--- config.mk ---
export PLATFORM = sky130hd
export DESIGN_NAME = iis_tx_fifo
export DESIGN_NICKNAME = d
export VERILOG_FILES = /design/src/rtl/iis_tx_fifo.sv
export SDC_FILE = /design/constraint.sdc
export NUM_CORES = 1
export LEC_CHECK = 0
export CAP_MARGIN = 20
export CORE_ASPECT_RATIO = 1.4
export CORE_MARGIN = 8
export CORE_UTILIZATION = 44
export DETAILED_ROUTE_END_ITERATION = 12
export REMOVE_ABC_BUFFERS = 1
export SYNTH_ARGS = -nofsm -noshare
export SYNTH_HDL_FRONTEND = slang
export SYNTH_SLANG_ARGS = --single-unit
--- constraint.sdc ---
create_clock -name pclk -period 6.5 [get_ports pclk]
set_input_delay 1.3 -clock pclk [delete_from_list [all_inputs] [get_ports pclk]]
set_output_delay 1.3 -clock pclk [all_outputs]
set_load 0.02 [all_outputs]
--- src/rtl/iis_tx_fifo.sv ---
// I2S transmitter: FIFO-buffered L/R samples serialised MSB-first (Philips or left-justified).
// One pop per slot at BCLK fall; writes to a full FIFO are dropped with an overflow pulse.
module iis_tx_fifo #(
  parameter int DATA_W     = 16,
  parameter int SLOT_W     = 16,
  parameter int FIFO_DEPTH = 16,
  parameter int BCLK_DIV   = 4
) (
  input  logic                        pclk,
  input  logic                        presetn,
  input  logic [DATA_W-1:0]           datain,
  input  logic                        wrreq,
  input  logic                        mode,
  input  logic                        vol_clr,
  output logic                        full,
  output logic [$clog2(FIFO_DEPTH):0] level,
  output logic                        overflow,
  output logic                        underrun,
  output logic                        i2s_bclk,
  output logic                        i2s_lrck,
  output logic                        i2s_sdata,
  output logic [DATA_W-2:0]           VolL,
  output logic [DATA_W-2:0]           VolR
);

  localparam int AW = $clog2(FIFO_DEPTH);
  localparam int LW = AW + 1;
  localparam int DW = $clog2(BCLK_DIV);
  localparam int BW = $clog2(2 * SLOT_W);

  logic [DATA_W-1:0] mem [FIFO_DEPTH];
  logic [AW-1:0]     wr_ptr, rd_ptr;
  logic [DW-1:0]     div_cnt, div_nxt;
  logic [BW-1:0]     bit_cnt, bit_nxt;
  logic [LW-1:0]     level_nxt;
  logic [DATA_W-1:0] head, neg;
  logic [DATA_W-2:0] mag;
  logic [SLOT_W-1:0] shreg, head_ext;
  logic              tick, frame_start, slot_end, enough;
  logic              pop_l, pop_r, pop, wr_ok;
  logic              dly, mode_r, frame_ok;

  always_comb begin
    tick        = (div_cnt == DW'(BCLK_DIV - 1));
    div_nxt     = tick ? '0 : div_cnt + DW'(1);
    frame_start = tick && (bit_cnt == BW'(2 * SLOT_W - 1));
    slot_end    = tick && (bit_cnt == BW'(SLOT_W - 1));
    bit_nxt     = frame_start ? '0 : bit_cnt + BW'(1);
    // A frame only starts when both words are present, so the right pop can never starve.
    enough      = (level >= LW'(2));
    pop_l       = frame_start && enough;
    pop_r       = slot_end && frame_ok;
    pop         = pop_l || pop_r;
    wr_ok       = wrreq && !full;
    level_nxt   = level + LW'(wr_ok) - LW'(pop);
    head        = mem[rd_ptr];
    head_ext    = '0;
    head_ext[SLOT_W-1 -: DATA_W] = head;
    neg         = -head;
    if (!head[DATA_W-1])     mag = head[DATA_W-2:0];
    else if (neg[DATA_W-1])  mag = '1;
    else                     mag = neg[DATA_W-2:0];
  end

  always_ff @(posedge pclk) begin
    if (wr_ok) mem[wr_ptr] <= datain;
  end

  always_ff @(posedge pclk) begin
    if (!presetn) begin
      div_cnt  <= '0;
      bit_cnt  <= '0;
      i2s_bclk <= 1'b0;
      i2s_lrck <= 1'b0;
      shreg    <= '0;
      dly      <= 1'b0;
      mode_r   <= 1'b0;
      frame_ok <= 1'b0;
      wr_ptr   <= '0;
      rd_ptr   <= '0;
      level    <= '0;
      full     <= 1'b0;
      overflow <= 1'b0;
      underrun <= 1'b0;
      VolL     <= '0;
      VolR     <= '0;
    end else begin
      div_cnt  <= div_nxt;
      i2s_bclk <= (div_nxt >= DW'(BCLK_DIV / 2));
      if (tick) begin
        bit_cnt  <= bit_nxt;
        i2s_lrck <= (bit_nxt >= BW'(SLOT_W));
        dly      <= shreg[SLOT_W-1];
        if (frame_start) begin
          mode_r   <= mode;
          frame_ok <= enough;
          shreg    <= enough ? head_ext : '0;
        end else if (slot_end) begin
          shreg    <= frame_ok ? head_ext : '0;
        end else begin
          shreg    <= shreg << 1;
        end
      end
      underrun <= frame_start && !enough;
      overflow <= wrreq && full;
      if (wr_ok) wr_ptr <= wr_ptr + AW'(1);
      if (pop)   rd_ptr <= rd_ptr + AW'(1);
      level    <= level_nxt;
      full     <= (level_nxt == LW'(FIFO_DEPTH));
      // A clear coinciding with a pop restarts the peak from the new sample.
      if (pop_l)        VolL <= (vol_clr || mag > VolL) ? mag : VolL;
      else if (vol_clr) VolL <= '0;
      if (pop_r)        VolR <= (vol_clr || mag > VolR) ? mag : VolR;
      else if (vol_clr) VolR <= '0;
    end
  end

  assign i2s_sdata = mode_r ? shreg[SLOT_W-1] : dly;

endmodule
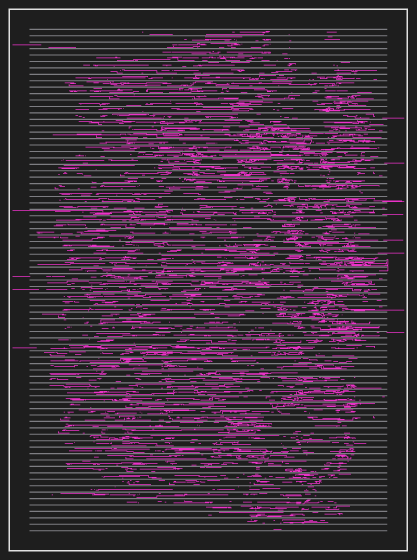
Fig. 1. M1 wires (run 1).
Supply wires on this layer in gray.
main direction	horizontal
longest straight run	66.2 um

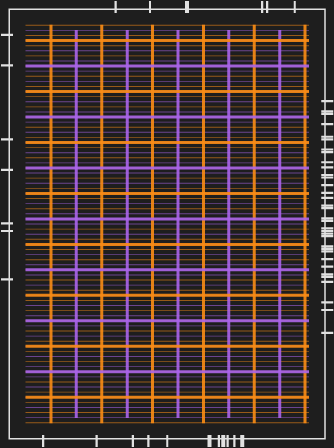
Fig. 2. PDN straps and rails (run 1).
Pins as bars on the die edge.
net	color
VDD	purple
VSS	orange
met4 straps	11
met5 straps	15

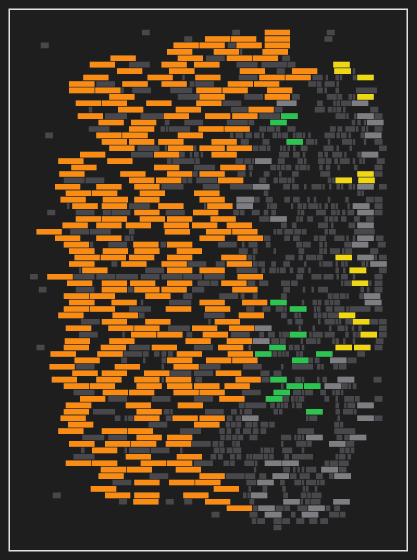
Fig. 3. Register map, names as in the netlist (run 1).
name in the netlist	color	flops
shreg	green	16
VolR	yellow	15
mem	orange	256

==> Changelog: implementation, run 1 <==
### Metrics

- Fmax: 176 MHz
- Port-buffer cells: 61
- Final core occ: 0.506
- Area Overhead vs Synth: 14.6%
- Worst path top cell family by delay: simple AND/OR/NAND/NOR gates
- Setup CP Type: register to register
- Post-synthesis instance total: 946
- Cell type with the largest total area: edfxtp_1
- CTS tree: built
- Post-layout period usage: 0.875
- Register area share after synthesis: 0.649
- Core footprint: 32,100 um2
- Setup ws final: 814 ps
- # IOs: 62
- Die height: 228 um
- DP Worst Slack: 837 ps
- Clock slew at reported path FFs: 60 ps
- Drt wl/cell: 22.3 um
- EDFF count, synth: 256
- Fillers: 2,669
- Slowest cell on the critical path: mux4_1
- Cell Pwr Density: 287 nW/um2
- CTS resizes: 0
- Worst slew margin: 0.469
- Iteration-0 DRC Markers: 580
- Count of tool warnings: 32
- Final ANT Viol Nets: 0
- Vias: 8,128
- Synth unique cells: 66
- Count leader, synth: edfxtp_1
- Pre-Place Util: 0.442
- Final setup fails: 0
- Flops after synth: 332
- Layout cells sized above 1: 0.144
- # DRC: 0
- Placed cell count: 1,393
- CP startpoint kind: register
- Total GRT Usage: 0.167
- Placed Area: 15,300 um2
- Top logic cell by instance count in the layout: edfxtp_1
- Post-Syn Area: 14,200 um2
- Total setup buffers inserted after CTS: 0
- Yosys warns: 0
- YS chip area: 14,200 um2
- Fin. max-slew vios: 0
- Post-CTS Hold Fix Bufs: 0
- Worst path bufs/invs: 2
- Worst Tran Pin Value: 796 ps
- Worst path max stage delay: 610 ps
- Num CTS Buffers: 31
- Max-Cap Viols: 0
- Min Hold Slack: 425 ps
- Final count of hold timing violations: 0
- R2R setup slack: 810 ps
- Fin Clk Skew: 24.8 ps
- Register Area: 9210 um2
- Total power: 4.67 mW
- Root buf cell: clkbuf_16
- Top cells by area, synth: edfxtp_1, dfxtp_1, mux4_2
- Routed WL: 32.3 mm
- WP data required: 6950 ps
- Critical Path End Type: register
- Global route overflow: 0
- Via/cell ratio: 5.61
- Antenna fix cells: 0
- Sink Count: 332
- Status: completed
- Largest fanout on the critical path: 49
- Post-layout minimum cycle time: 5690 ps
- Die ar.: 38,300 um2
- Most frequent cells after synthesis: edfxtp_1, dfxtp_1, nand2_1, inv_1, nor2_1
- Htree depth: 1
- Drt pass-1 iters: 5
- Die W: 168 um
- Initial antenna violation count: 0
- Vias in the first global route: 8,262
- Dominant register cell: edfxtp_1
- Finished Cell Area: 16,300 um2
- Leakage: 5.42 nW
- First-pass GRT wire length: 49.1 mm
- Rows: 78
- Largest net degree at the start of global routing: 50
- Routability cong.: 0.834
- Setup TNS: 0 ps
- Hold/Removal Path Class: register to register
- Comb gate area: 4550 um2
- Longest Clk Path Bufs: 3
- Dominant logic cell types in the final layout: edfxtp_1, dfxtp_1, nand2_1
- Peak supply drop: 0.203 mV
- Async S/R FF share, synth: 0
- Avg Inst Size Synth: 15.0 um2
- Top-area cell share: 0.542
- Layout Cells excl Fill: 1,450
- RSZ-0062 raised after global routing: false
- # nets final: 1,097
- Hpwl dp: 20.9 mm
- WP data arrival: 6140 ps
- Yosys cell count: 946
- Clk ins delay skew pair: 580 ps
- CP cell instances: buf_12 -> mux4_1 -> mux2_2 -> mux2_4 -> or3_4 -> or4_4 -> o41a_1 -> o21a_1 -> ha_1 -> nand3_1 -> or3_1 -> nor3_1 -> a21oi_1 -> o211ai_1 -> inv_1 -> a22o_1
run 1: report_power, final:
group | switching (mW) | total, mW | internal [mW]
Sequential | 0.0270 | 2.38 | 2.36
Combinational | 0.380 | 0.623 | 0.243
Clock | 0.748 | 1.66 | 0.916
run 1: cell type report:
cell class                      count  share of cell area
Clock buffer                       40              0.0498
Multi-Input combinational cell    513               0.280
Tap cell                          400              0.0308
Sequential cell                   332               0.567
Clock inverter                     17             0.00716
Timing Repair Buffer               91              0.0529
Inverter                           57              0.0132
run 1: routing by layer:
| layer | GRT usage | routed length, um | vias up |
|---|---|---|---|
| li1 | - | - | 3764 |
| met1 | 0.189 | 12600 | 4076 |
| met2 | 0.308 | 17000 | 215 |
| met3 | 0.0242 | 1430 | 73 |
| met4 | 0.0708 | 1200 | 0 |
| met5 | 0 | 0 | - |
run 1: sequential cells by signal (all words and copies together) (netlist names), named ones only:
register	cells
overflow	1
VolL	15
VolR	15
mem	256
mode_r	1
shreg	16
underrun	1
wr_ptr	4
rd_ptr	4
dly	1
bit_cnt	4
frame_ok	1
i2s_lrck	1
level	5
i2s_bclk	1
full	1
div_cnt	1
run 1: path summary, 6_finish.rpt:
check,end,depth (start not counted),start
hold reg to reg,div_cnt[0],1,div_cnt[0]
setup reg to reg,VolR[11],16,register
hold / removal,div_cnt[0],1,div_cnt[0]
setup / recovery,VolR[11],16,register
run 1: cell families (layout without fill, tap and decap cells):
| family | after synthesis | after routing | share of synthesized area |
|---|---|---|---|
| xor gates and xnor gates | 19 | 19 | 0.0117 |
| muxes | 87 | 87 | 0.117 |
| buffers and inverters | 101 | 205 | 0.0343 |
| AOI/OAI and AO/OA | 150 | 150 | 0.0717 |
| and+or+nand+nor | 207 | 207 | 0.0721 |
| adders and majority gates | 50 | 50 | 0.0446 |
| DFF | 332 | 332 | 0.649 |
==> inputs of run 2 (changes only) <==
- DONT_BUFFER_PORTS: default -> 1
- SLEW_MARGIN: default -> 40
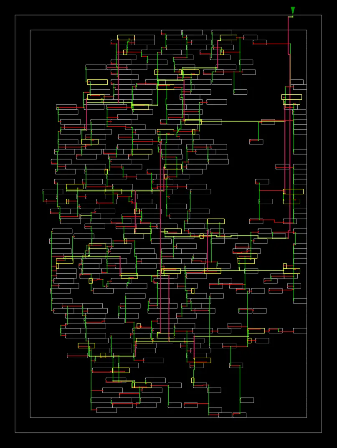
Fig. 4. Clock wiring as the flow saved it (run 2).
Sink Count: 332
Fin Clk Skew: 24.2 ps
clkbuf count: 33

==> Changelog: implementation, run 2 <==
### Metrics

- Drt wl/cell: 23.2 um
- Hold/Removal Path Class: register to register
- Layout cells sized above 1: 0.159
- Cell type with the largest total area: edfxtp_1
- Die ar.: 38,300 um2
- Min Hold Slack: 427 ps
- Layout Cells excl Fill: 1,391
- Routed WL: 32.3 mm
- Top-area cell share: 0.542
- Post-synthesis instance total: 946
- Global route overflow: 0
- First-pass GRT wire length: 49.2 mm
- Peak supply drop: 0.187 mV
- Clk ins delay skew pair: 570 ps
- Setup TNS: 0 ps
- Largest fanout on the critical path: 23
- Count of tool warnings: 32
- EDFF count, synth: 256
- Initial antenna violation count: 0
- CP startpoint kind: register
- CTS tree: built
- R2R setup slack: 720 ps
- GRT Max-Usage Layer: met2
- Die W: 168 um
- Final ANT Viol Nets: 0
- Total GRT Usage: 0.169
- Hpwl dp: 21.8 mm
- M3 GR Usage: 0.0290
- Top logic cell by instance count in the layout: edfxtp_1
- Pre-Place Util: 0.442
- Register Area: 9210 um2
- Final count of hold timing violations: 0
- Avg Inst Size Synth: 15.0 um2
- Most frequent cells after synthesis: edfxtp_1, dfxtp_1, nand2_1, inv_1, nor2_1
- Die height: 228 um
- Cell Pwr Density: 303 nW/um2
- Met2 routed WL: 17.4 mm
- Finished Cell Area: 15,800 um2
- Register area share after synthesis: 0.649
- Total setup buffers inserted after CTS: 0
- Placed cell count: 1,334
- Vias in the first global route: 8,088
- Final setup fails: 0
- # DRC: 0
- Largest net degree at the start of global routing: 47
- Root buf cell: clkbuf_16
- R2r worst-path depth: 21
- Largest regs: mem: 256 flops, shreg: 16 flops
- Critical Path End Type: register
- Top cells by area, synth: edfxtp_1, dfxtp_1, mux4_2
- Top sig layer: met4
- CTS resizes: 0
- Fmax: 173 MHz
- Hold path cells: 1
- Worst Tran Pin Value: 778 ps
- Core footprint: 32,100 um2
- Yosys warns: 0
- Rows: 78
- Vias: 7,896
- Synth unique cells: 66
- Reg with most FFs: mem
- Met1 wire length: 12.2 mm
- Port-buffer cells: 0
- Fillers: 2,699
- Fin. max-slew vios: 0
- Placed Area: 14,800 um2
- Met2 GRT Util: 0.312
- Htree depth: 1
- Via/cell ratio: 5.68
- Final core occ: 0.491
- Num CTS Buffers: 31
- Status: completed
- Setup CP Type: register to register
- RSZ-0062 raised after global routing: false
- Area Overhead vs Synth: 11.2%
- WP data required: 6950 ps
- Routability cong.: 0.888
- Largest register FFs: 256
## run 2: report_power, final
| part | internal, mW | switching (mW) |
|---|---|---|
| Sequential | 2.36 | 0.0442 |
| Combinational | 0.215 | 0.339 |
| Clock | 1.06 | 0.761 |
| Total | 3.63 | 1.14 |
## run 2: cells by family after synthesis
family / share of synthesized area
AOI/OAI and AO/OA: 0.0717
xor gates and xnor gates: 0.0117
adders and majority gates: 0.0446
buffers and inverters: 0.0343
DFF: 0.649
muxes: 0.117
and+or+nand+nor: 0.0721
## run 2: final timing paths
kind	startpoint	to
max	register	VolR[14]
min	div_cnt[0]	div_cnt[0]
max reg2reg	register	VolR[14]
min reg2reg	div_cnt[0]	div_cnt[0]
## run 2: final cells by class
class / count / share of cell area
flip-flops and latches: 332 / 0.584
multi-input cells: 513 / 0.288
clock buffers: 33 / 0.0496
well taps: 400 / 0.0317
repair buffers: 32 / 0.0176
clock inverters: 24 / 0.0151
inverters: 57 / 0.0136
## run 2: worst max-delay path, stage by stage, from the launching register on
cell and delay, ps:
dfxtp_2 750, nor2b_1 430, a221oi_1 190, a22oi_1 260, o21ai_0 200, inv_1 90
ha_1 160, inv_1 50, or4b_2 760, o41ai_1 450, xnor2_1 100, nor2_1 160
inv_1 90, ha_1 330, nand2_1 60, or3_1 450, nor3_1 260, a21oi_1 100
o211ai_1 180, buf_4 230, inv_1 120, a22o_1 240
## run 2: metrics by stage
| stage | worst slack [ps] | total power, mW |
|---|---|---|
| 5_1_grt | 306 | 4.99 |
| 4_1_cts | 739 | 4.83 |
| 2_1_floorplan | -709 | 2.82 |
| 3_3_place_gp | 753 | 3.00 |
| 3_5_place_dp | 774 | 3.00 |
| 6_report | 723 | 4.78 |
Power is estimated from default activity; no workload was simulated.
